File: src/rtl/mem_arbiter.sv
// Shares the single-port program/data memory between the CPU path and the
// external loader port using a 3-state access sequencer with round-robin arbitration.
module mem_arbiter #(
  parameter int unsigned WIDTH_REG         = 8,
  parameter int unsigned WIDTH_ADDRESS_BIT = 5
) (
  input  logic                         clk_i,
  input  logic                         rst_ni,
  // CPU requester
  input  logic                         cpu_req_i,
  input  logic                         cpu_wr_i,
  input  logic [WIDTH_ADDRESS_BIT-1:0] cpu_addr_i,
  input  logic [WIDTH_REG-1:0]         cpu_wdata_i,
  output logic                         cpu_gnt_o,
  output logic                         cpu_rvalid_o,
  output logic [WIDTH_REG-1:0]         cpu_rdata_o,
  output logic                         cpu_stall_o,
  // External loader/debug requester
  input  logic                         ext_req_i,
  input  logic                         ext_wr_i,
  input  logic [WIDTH_ADDRESS_BIT-1:0] ext_addr_i,
  input  logic [WIDTH_REG-1:0]         ext_wdata_i,
  output logic                         ext_gnt_o,
  output logic                         ext_rvalid_o,
  output logic [WIDTH_REG-1:0]         ext_rdata_o,
  // Memory side
  output logic                         mem_rd_o,
  output logic                         mem_wr_o,
  output logic [WIDTH_ADDRESS_BIT-1:0] mem_addr_o,
  output logic [WIDTH_REG-1:0]         mem_wdata_o,
  input  logic [WIDTH_REG-1:0]         mem_rdata_i,
  // Status
  output logic                         owner_o,
  output logic                         busy_o
);

  typedef enum logic [1:0] {StIdle, StIssue, StResp} state_e;

  state_e                       state_q, state_d;
  logic                         wr_q, wr_d;
  logic [WIDTH_ADDRESS_BIT-1:0] addr_q, addr_d;
  logic [WIDTH_REG-1:0]         wdata_q, wdata_d;
  logic                         owner_q, owner_d;
  logic                         last_owner_q, last_owner_d;
  logic [WIDTH_REG-1:0]         cpu_rdata_q, cpu_rdata_d;
  logic [WIDTH_REG-1:0]         ext_rdata_q, ext_rdata_d;
  logic                         cpu_rvalid_q, cpu_rvalid_d;
  logic                         ext_rvalid_q, ext_rvalid_d;

  logic any_req;
  logic winner;
  logic issue;

  assign any_req = cpu_req_i | ext_req_i;
  // On a tie the requester that did not own the last access wins.
  assign winner  = (cpu_req_i & ext_req_i) ? ~last_owner_q : ext_req_i;

  always_comb begin
    state_d = state_q;
    unique case (state_q)
      StIdle:  if (any_req) state_d = StIssue;
      StIssue: state_d = StResp;
      StResp:  state_d = StIdle;
      default: state_d = StIdle;
    endcase
  end

  always_comb begin
    wr_d         = wr_q;
    addr_d       = addr_q;
    wdata_d      = wdata_q;
    owner_d      = owner_q;
    last_owner_d = last_owner_q;
    if (state_q == StIdle && any_req) begin
      wr_d         = winner ? ext_wr_i    : cpu_wr_i;
      addr_d       = winner ? ext_addr_i  : cpu_addr_i;
      wdata_d      = winner ? ext_wdata_i : cpu_wdata_i;
      owner_d      = winner;
      last_owner_d = winner;
    end
  end

  // Read data is captured at the end of RESP; rvalid pulses in the following cycle.
  always_comb begin
    cpu_rdata_d  = cpu_rdata_q;
    ext_rdata_d  = ext_rdata_q;
    cpu_rvalid_d = 1'b0;
    ext_rvalid_d = 1'b0;
    if (state_q == StResp && !wr_q) begin
      if (owner_q) begin
        ext_rdata_d  = mem_rdata_i;
        ext_rvalid_d = 1'b1;
      end else begin
        cpu_rdata_d  = mem_rdata_i;
        cpu_rvalid_d = 1'b1;
      end
    end
  end

  always_ff @(posedge clk_i or negedge rst_ni) begin
    if (!rst_ni) begin
      state_q      <= StIdle;
      wr_q         <= 1'b0;
      addr_q       <= '0;
      wdata_q      <= '0;
      owner_q      <= 1'b0;
      last_owner_q <= 1'b1;
      cpu_rdata_q  <= '0;
      ext_rdata_q  <= '0;
      cpu_rvalid_q <= 1'b0;
      ext_rvalid_q <= 1'b0;
    end else begin
      state_q      <= state_d;
      wr_q         <= wr_d;
      addr_q       <= addr_d;
      wdata_q      <= wdata_d;
      owner_q      <= owner_d;
      last_owner_q <= last_owner_d;
      cpu_rdata_q  <= cpu_rdata_d;
      ext_rdata_q  <= ext_rdata_d;
      cpu_rvalid_q <= cpu_rvalid_d;
      ext_rvalid_q <= ext_rvalid_d;
    end
  end

  // Strobes and grants decode straight from state so an async reset drops them at once.
  assign issue        = (state_q == StIssue);
  assign cpu_gnt_o    = issue & ~owner_q;
  assign ext_gnt_o    = issue & owner_q;
  assign mem_rd_o     = issue & ~wr_q;
  assign mem_wr_o     = issue & wr_q;
  assign mem_addr_o   = addr_q;
  assign mem_wdata_o  = wdata_q;
  assign cpu_rvalid_o = cpu_rvalid_q;
  assign ext_rvalid_o = ext_rvalid_q;
  assign cpu_rdata_o  = cpu_rdata_q;
  assign ext_rdata_o  = ext_rdata_q;
  assign owner_o      = owner_q;
  assign busy_o       = (state_q != StIdle);
  assign cpu_stall_o  = cpu_req_i & ~(busy_o & ~owner_q);

endmodule

File: config.mk
export PLATFORM = sky130hd
export DESIGN_NAME = mem_arbiter
export DESIGN_NICKNAME = d
export VERILOG_FILES = /design/src/rtl/mem_arbiter.sv
export SDC_FILE = /design/constraint.sdc
export NUM_CORES = 1
export LEC_CHECK = 0
export ABC_AREA = 0
export CORE_ASPECT_RATIO = 0.6
export CORE_MARGIN = 8
export CORE_UTILIZATION = 40
export DETAILED_ROUTE_END_ITERATION = 16
export PLACE_DENSITY = 0.87
export SYNTH_ARGS = -nofsm -noshare
export SYNTH_HDL_FRONTEND = slang
export SYNTH_SLANG_ARGS = --single-unit
File: constraint.sdc
create_clock -name clk_i -period 2 [get_ports clk_i]
set_input_delay 0.6 -clock clk_i [delete_from_list [all_inputs] [get_ports clk_i]]
set_output_delay 0.6 -clock clk_i [all_outputs]
set_load 0.02 [all_outputs]
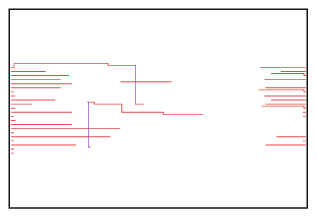
Fig. 1. Metal layers overlaid (run 1).
Scale: 3 px per um. Only two layers are drawn.
Red marks metal 3, wire length 503 um. Purple marks metal 4, wire length 27.9 um.

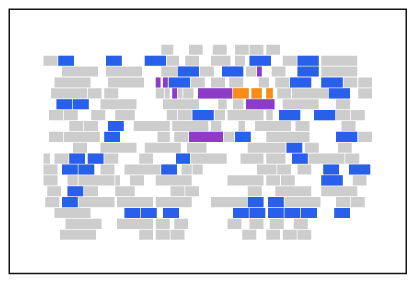
Fig. 2. Logic cells by family (run 1).
Scale: 4 px per um.
Orange marks inverting AOI/OAI gates, cells 3. Purple marks NOR gates, cells 7, most used nor2_1. Blue marks multiplexers, cells 45, most used mux2_2.

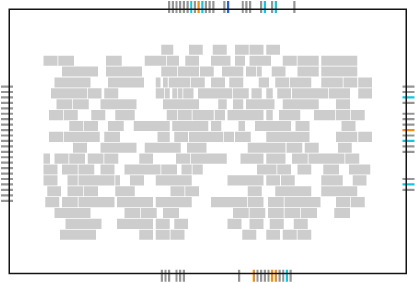
Fig. 3. I/O pins on the die edge (run 1).
Scale: 4 px per um. Pins as bars across the die edge, other pins in grey.
Orange marks ext_addr_i, pins 5, direction input, edge 3 south, 1 north, 1 east. Blue marks cpu_stall_o, pins 1, direction output, edge north. Cyan marks cpu_wdata_i, pins 8, direction input, edge 4 north, 3 east, 1 south.
All pins by edge: 23 north, 22 west, 18 south, 15 east.
Die Wd: 98.9 um
Port Buffers: 77
Vert. Die Dim: 65.7 um

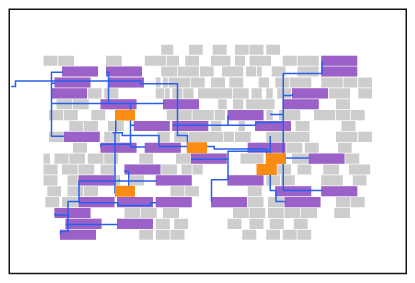
Fig. 4. Clock network drawn from the DEF (run 1).
Scale: 4 px per um.
Purple marks flip-flops, count 36. Orange marks clock drivers, count 5. Blue marks clock wires, length 453 um.
There are 6 routed clock nets.
clk_skew: 5.10 ps
clk ins delay skew pair: 280 ps
Clock Power Share: 14.7%
Power Clock: 617 uW

==> impl_metrics.toml, run 1 <==
# yosys + openroad results
[run_status]
outcome = "complete, no violations"

[power]
seq_power_mw = 1.30
peakVddDrop_mv = 0.719

[final_timing]
finalClockPeriodUsage_pct = 98.9
relSlewSlack_pct = 69.8
whs_ps = 359
finalSetupTns_ps = 0

[synth]
ys_dominant_reg_cell = "dfrtp_1"
synth.comb.largest_family = "multiplexers"
most_common_cell = "dfrtp_1"
numSynthFlops = 36

[clock_network]
cts-htree-levels = 2
postCtsHoldBufs = 0
ctsLongestPathBuffers = 2

[cells_and_area]
layout-drive-gt1-share_pct = 38.7
utilization_pct = 65.5
largest_class = "registers"
postLayoutCellArea_mm2 = 0.00264
bufAreaShareNonClock_pct = 31.7
n_antenna_cell = 0

[worst_setup_path]
cp.depth = 3

[global_route]
grt_use_met3_pct = 8.11
grt_pass1_wl_um = 6990

[routing]
drtPass1Iterations = 4
drtAntennaViolNets = 0

[flow_run]
cap_violations = 0

[die]
initCoreUtil_pct = 40.9
chipArea_mm2 = 0.00650
==> run 2, diff against run 1 <==
--- a/config.mk
+++ b/config.mk
@@ -11,6 +11,7 @@
 export CORE_UTILIZATION = 40
 export DETAILED_ROUTE_END_ITERATION = 16
 export PLACE_DENSITY = 0.87
+export SLEW_MARGIN = 30
 export SYNTH_ARGS = -nofsm -noshare
 export SYNTH_HDL_FRONTEND = slang
 export SYNTH_SLANG_ARGS = --single-unit
==> impl_metrics.toml, run 2 <==
# yosys + openroad results
[run_status]
outcome = "complete, no violations"

[global_route]
grt_pass1_wl_um = 6990
grt_use_met3_pct = 8.11

[worst_setup_path]
cp.depth = 3

[cells_and_area]
n_antenna_cell = 0
layout-drive-gt1-share_pct = 38.7
bufAreaShareNonClock_pct = 31.7

[power]
clkPwrFrac_pct = 14.7
peakVddDrop_mv = 0.719

[synth]
ys_dominant_reg_cell = "dfrtp_1"
numSynthFlops = 36
synth.comb.largest_family = "multiplexers"

[placed_design]
io_buffers = 77

[routing]
drtAntennaViolNets = 0

[final_timing]
relSlewSlack_pct = 69.8
whs_ps = 359
finClkSkew_ps = 5.10
finalSetupTns_ps = 0

[clock_network]
clock_latency_ps = 280
cts-htree-levels = 2
postCtsHoldBufs = 0

[die]
die-width_um = 98.9
chipArea_mm2 = 0.00650
initCoreUtil_pct = 40.9

[flow_run]
cap_violations = 0
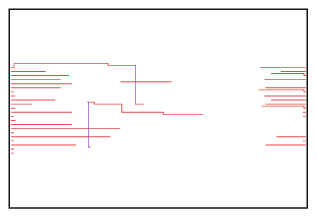
Fig. 5. Metal layers overlaid (run 2).
Scale: 3 px per um. Only two layers are drawn.
final WL: 4410 um
routed via count: 1133
drt wl/cell: 18.1 um
gr usage total: 13.8%

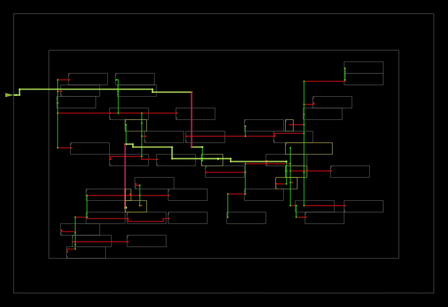
Fig. 6. The clock network (run 2).
clock buffer count: 6
registers: 36
total clock sinks: 36
Inserted Clock Buffers: 5

Power figures rest on the tool's default switching activity, not on a simulated workload.
